File: src/rtl/pc_sequencer.sv
// Program counter with a BRAM-style call stack (one port, synchronous read), so RET takes two cycles.
// Optional interrupt entry/return is enabled by defining PC_SEQUENCER_IRQ_EN.
module pc_sequencer #(
  parameter int unsigned       ADDR_W    = 16,
  parameter int unsigned       DEPTH     = 256,
  parameter logic [ADDR_W-1:0] RESET_VEC = '0,
  parameter logic [ADDR_W-1:0] IRQ_VEC   = ADDR_W'(16'h0004)
) (
  input  logic                       clk_i,
  input  logic                       rst_ni,
  input  logic                       cmd_valid_i,
  input  logic [2:0]                 cmd_i,
  input  logic [ADDR_W-1:0]          target_i,
  input  logic                       err_clr_i,
  input  logic                       irq_i,
  output logic [ADDR_W-1:0]          pc_o,
  output logic                       busy_o,
  output logic [$clog2(DEPTH+1)-1:0] sp_o,
  output logic                       stk_full_o,
  output logic                       stk_empty_o,
  output logic                       ovf_o,
  output logic                       unf_o,
  output logic                       irq_ack_o,
  output logic                       ie_o
);

  localparam int unsigned SpW  = $clog2(DEPTH + 1);
  localparam int unsigned IdxW = $clog2(DEPTH);

  localparam logic [2:0] CmdInc  = 3'd1;
  localparam logic [2:0] CmdJmp  = 3'd2;
  localparam logic [2:0] CmdCall = 3'd3;
  localparam logic [2:0] CmdRet  = 3'd4;
  localparam logic [2:0] CmdSkip = 3'd5;
  localparam logic [2:0] CmdReti = 3'd6;

  typedef enum logic [0:0] {StIdle, StPop} state_e;

  state_e            state_q, state_d;
  logic [ADDR_W-1:0] pc_q, pc_d;
  logic [SpW-1:0]    sp_q, sp_d;
  logic              ovf_q, ovf_d;
  logic              unf_q, unf_d;

  logic [ADDR_W-1:0] mem_q [DEPTH];
  logic [ADDR_W-1:0] rd_data_q;
  logic              mem_we;
  logic [IdxW-1:0]   mem_addr;
  logic [ADDR_W-1:0] mem_wdata;

  logic full, empty, accept, is_ret, pop_start;
  logic irq_take, irq_ovf;

  assign full   = (sp_q == SpW'(DEPTH));
  assign empty  = (sp_q == '0);
  assign accept = (state_q == StIdle) && cmd_valid_i;
  assign is_ret = (cmd_i == CmdRet) || (cmd_i == CmdReti);

`ifdef PC_SEQUENCER_IRQ_EN
  logic ie_q, ie_d;
  logic irq_ack_q;
  logic reti_q, reti_d;
  logic irq_req;

  // Interrupts are only taken at a sequential-instruction boundary (INC).
  assign irq_req  = accept && (cmd_i == CmdInc) && ie_q && irq_i;
  assign irq_take = irq_req && !full;
  assign irq_ovf  = irq_req && full;

  always_comb begin
    ie_d   = ie_q;
    reti_d = reti_q;
    if (irq_take) begin
      ie_d = 1'b0;
    end
    if (pop_start) begin
      reti_d = (cmd_i == CmdReti);
    end
    if ((state_q == StPop) && reti_q) begin
      ie_d = 1'b1;
    end
  end

  always_ff @(posedge clk_i or negedge rst_ni) begin
    if (!rst_ni) begin
      ie_q      <= 1'b1;
      irq_ack_q <= 1'b0;
      reti_q    <= 1'b0;
    end else begin
      ie_q      <= ie_d;
      irq_ack_q <= irq_take;
      reti_q    <= reti_d;
    end
  end

  assign ie_o      = ie_q;
  assign irq_ack_o = irq_ack_q;
`else
  logic unused_irq;

  assign irq_take   = 1'b0;
  assign irq_ovf    = 1'b0;
  assign unused_irq = irq_i ^ (|IRQ_VEC);
  assign ie_o       = 1'b1;
  assign irq_ack_o  = 1'b0;
`endif

  assign pop_start = accept && is_ret && !empty;

  always_ff @(posedge clk_i or negedge rst_ni) begin
    if (!rst_ni) begin
      state_q <= StIdle;
    end else begin
      state_q <= state_d;
    end
  end

  always_comb begin
    state_d = state_q;
    unique case (state_q)
      StIdle:  if (pop_start) state_d = StPop;
      StPop:   state_d = StIdle;
      default: state_d = StIdle;
    endcase
  end

  always_comb begin
    busy_o = (state_q == StPop);
  end

  always_comb begin
    pc_d      = pc_q;
    sp_d      = sp_q;
    ovf_d     = ovf_q & ~err_clr_i;
    unf_d     = unf_q & ~err_clr_i;
    mem_we    = 1'b0;
    mem_addr  = IdxW'(sp_q - SpW'(1));
    mem_wdata = pc_q + ADDR_W'(1);
    if (state_q == StPop) begin
      pc_d = rd_data_q;
      sp_d = sp_q - SpW'(1);
    end else if (accept) begin
      if (irq_take) begin
        mem_we   = 1'b1;
        mem_addr = IdxW'(sp_q);
        sp_d     = sp_q + SpW'(1);
        pc_d     = IRQ_VEC;
      end else begin
        case (cmd_i)
          CmdInc:  pc_d = pc_q + ADDR_W'(1);
          CmdSkip: pc_d = pc_q + ADDR_W'(2);
          CmdJmp:  pc_d = target_i;
          CmdCall: begin
            if (full) begin
              ovf_d = 1'b1;
            end else begin
              mem_we   = 1'b1;
              mem_addr = IdxW'(sp_q);
              sp_d     = sp_q + SpW'(1);
              pc_d     = target_i;
            end
          end
          CmdRet, CmdReti: if (empty) unf_d = 1'b1;
          default: ;
        endcase
      end
      if (irq_ovf) begin
        ovf_d = 1'b1;
      end
    end
  end

  always_ff @(posedge clk_i or negedge rst_ni) begin
    if (!rst_ni) begin
      pc_q  <= RESET_VEC;
      sp_q  <= '0;
      ovf_q <= 1'b0;
      unf_q <= 1'b0;
    end else begin
      pc_q  <= pc_d;
      sp_q  <= sp_d;
      ovf_q <= ovf_d;
      unf_q <= unf_d;
    end
  end

  // Read-first single port; contents survive reset.
  always_ff @(posedge clk_i) begin
    if (mem_we) begin
      mem_q[mem_addr] <= mem_wdata;
    end
    rd_data_q <= mem_q[mem_addr];
  end

  assign pc_o        = pc_q;
  assign sp_o        = sp_q;
  assign stk_full_o  = full;
  assign stk_empty_o = empty;
  assign ovf_o       = ovf_q;
  assign unf_o       = unf_q;

endmodule

File: config.mk
export PLATFORM = sky130hd
export DESIGN_NAME = pc_sequencer
export DESIGN_NICKNAME = d
export VERILOG_FILES = /design/src/rtl/pc_sequencer.sv
export SDC_FILE = /design/constraint.sdc
export NUM_CORES = 2
export LEC_CHECK = 0
export CAP_MARGIN = 20
export CORE_ASPECT_RATIO = 1.1
export CORE_MARGIN = 1.5
export CORE_UTILIZATION = 38
export CTS_BUF_LIST = sky130_fd_sc_hd__clkbuf_2 sky130_fd_sc_hd__clkbuf_4 sky130_fd_sc_hd__clkbuf_8
export CTS_CLUSTER_DIAMETER = 50
export DETAILED_ROUTE_END_ITERATION = 8
export PLACE_DENSITY = 0.57
export SETUP_SLACK_MARGIN = 0.5
export SYNTH_ARGS = -nofsm -noshare
export SYNTH_HDL_FRONTEND = slang
export SYNTH_SLANG_ARGS = --single-unit
File: constraint.sdc
create_clock -name clk_i -period 14.71 [get_ports clk_i]
set_clock_uncertainty 0.1 [all_clocks]
set_input_delay 4.413 -clock clk_i [delete_from_list [all_inputs] [get_ports clk_i]]
set_output_delay 4.413 -clock clk_i [all_outputs]
set_load 0.02 [all_outputs]
==> images/ff_map.png <==
Other sequential cells in the stronger gray, the rest of the logic in the fainter gray.
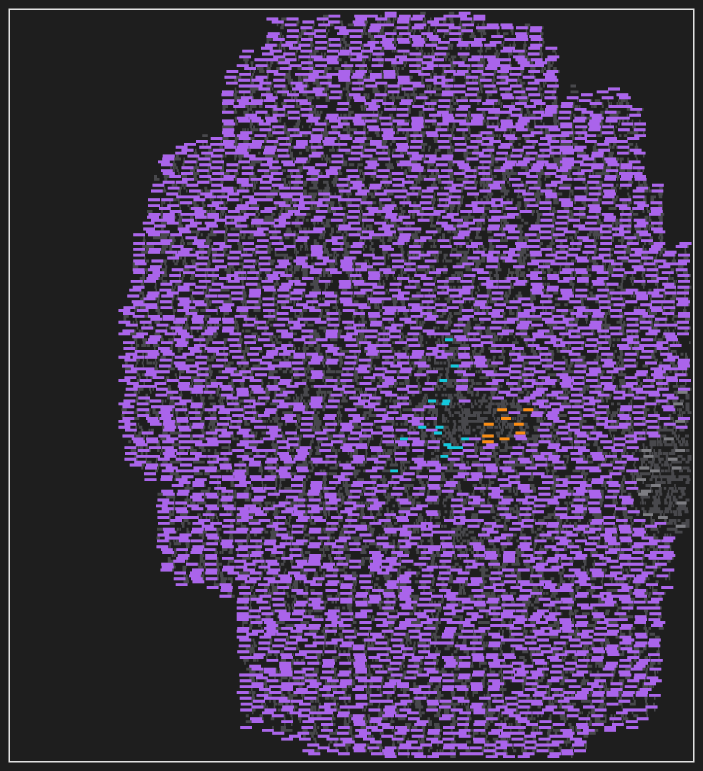
legend:
  cyan:
    name_in_the_netlist: rd_data_q
    flops: 16
  orange:
    name_in_the_netlist: sp_o
    flops: 9
    where: east
  purple:
    name_in_the_netlist: mem_q
    flops: 4,096
flop share of the area: 65.3%
FF+latch area: 0.124 mm^2

==> images/port_trees.png <==
Scale bar: 200 um.
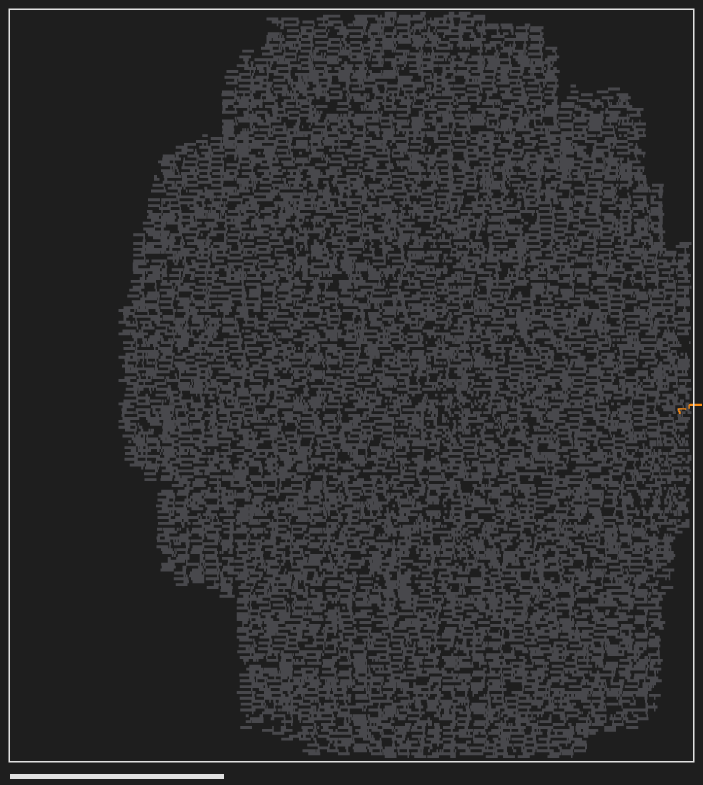
legend:
  orange:
    port: stk_empty_o
    bits: 1
    direction: output
    end_cells: 1
    buffers: 1
    wire: 18.0 um
PortBufs: 52
I/O pin total: 56

[routing by layer]
layer	vias to the layer above	routed length (um)	global-route usage (%)
li1	48342	-	-
met1	56924	210000	30.8
met2	5311	246000	36.6
met3	1037	47500	4.04
met4	10	27400	11.0
met5	-	64	0
[through the flow]
stage | power (W) | setup slack, ps | util, % | cells
after detailed placement | 0.0302 | 3400 | 40.1 | 17721
final | 0.0397 | 4520 | 43.0 | 18878
after global placement | 0.0301 | 3420 | 40.1 | 17711
after floorplan | 0.0244 | 3990 | - | 12335
after CTS | 0.0396 | 4750 | 42.9 | 18853
after global routing | 0.0412 | 4540 | 43.0 | 18874
==> out/results.tsv <==
metric	value	unit
ys_sh_mux	2.63	%
ctsResizeCount	0	
fin_crit_sh	69.3	%
core-area	0.441	mm^2
outcome	finished clean	
mostFrequentLayoutCell	edfxtp_1	
startpoint_type	primary input	
worst_ep_arrival_time	11180	ps
tritoncts	built	
place_area	0.177	mm^2
critPathSlowestCell	nor4_2	
grt_pass1_vias	105298	
comb_share	21.6	%
hold_buffers	0	
antenna_left	0	
yosys.area.top_type	edfxtp_1	
yosys.stat.seqShare	73.8	%
mostFrequentLayoutCells	edfxtp_1, nand2_1, a21oi_1, clkbuf_8, o22ai_1	
nFillCells	39828	
ff_count	4140	
finalNetCount	12606	
Power is estimated from default activity; no workload was simulated.
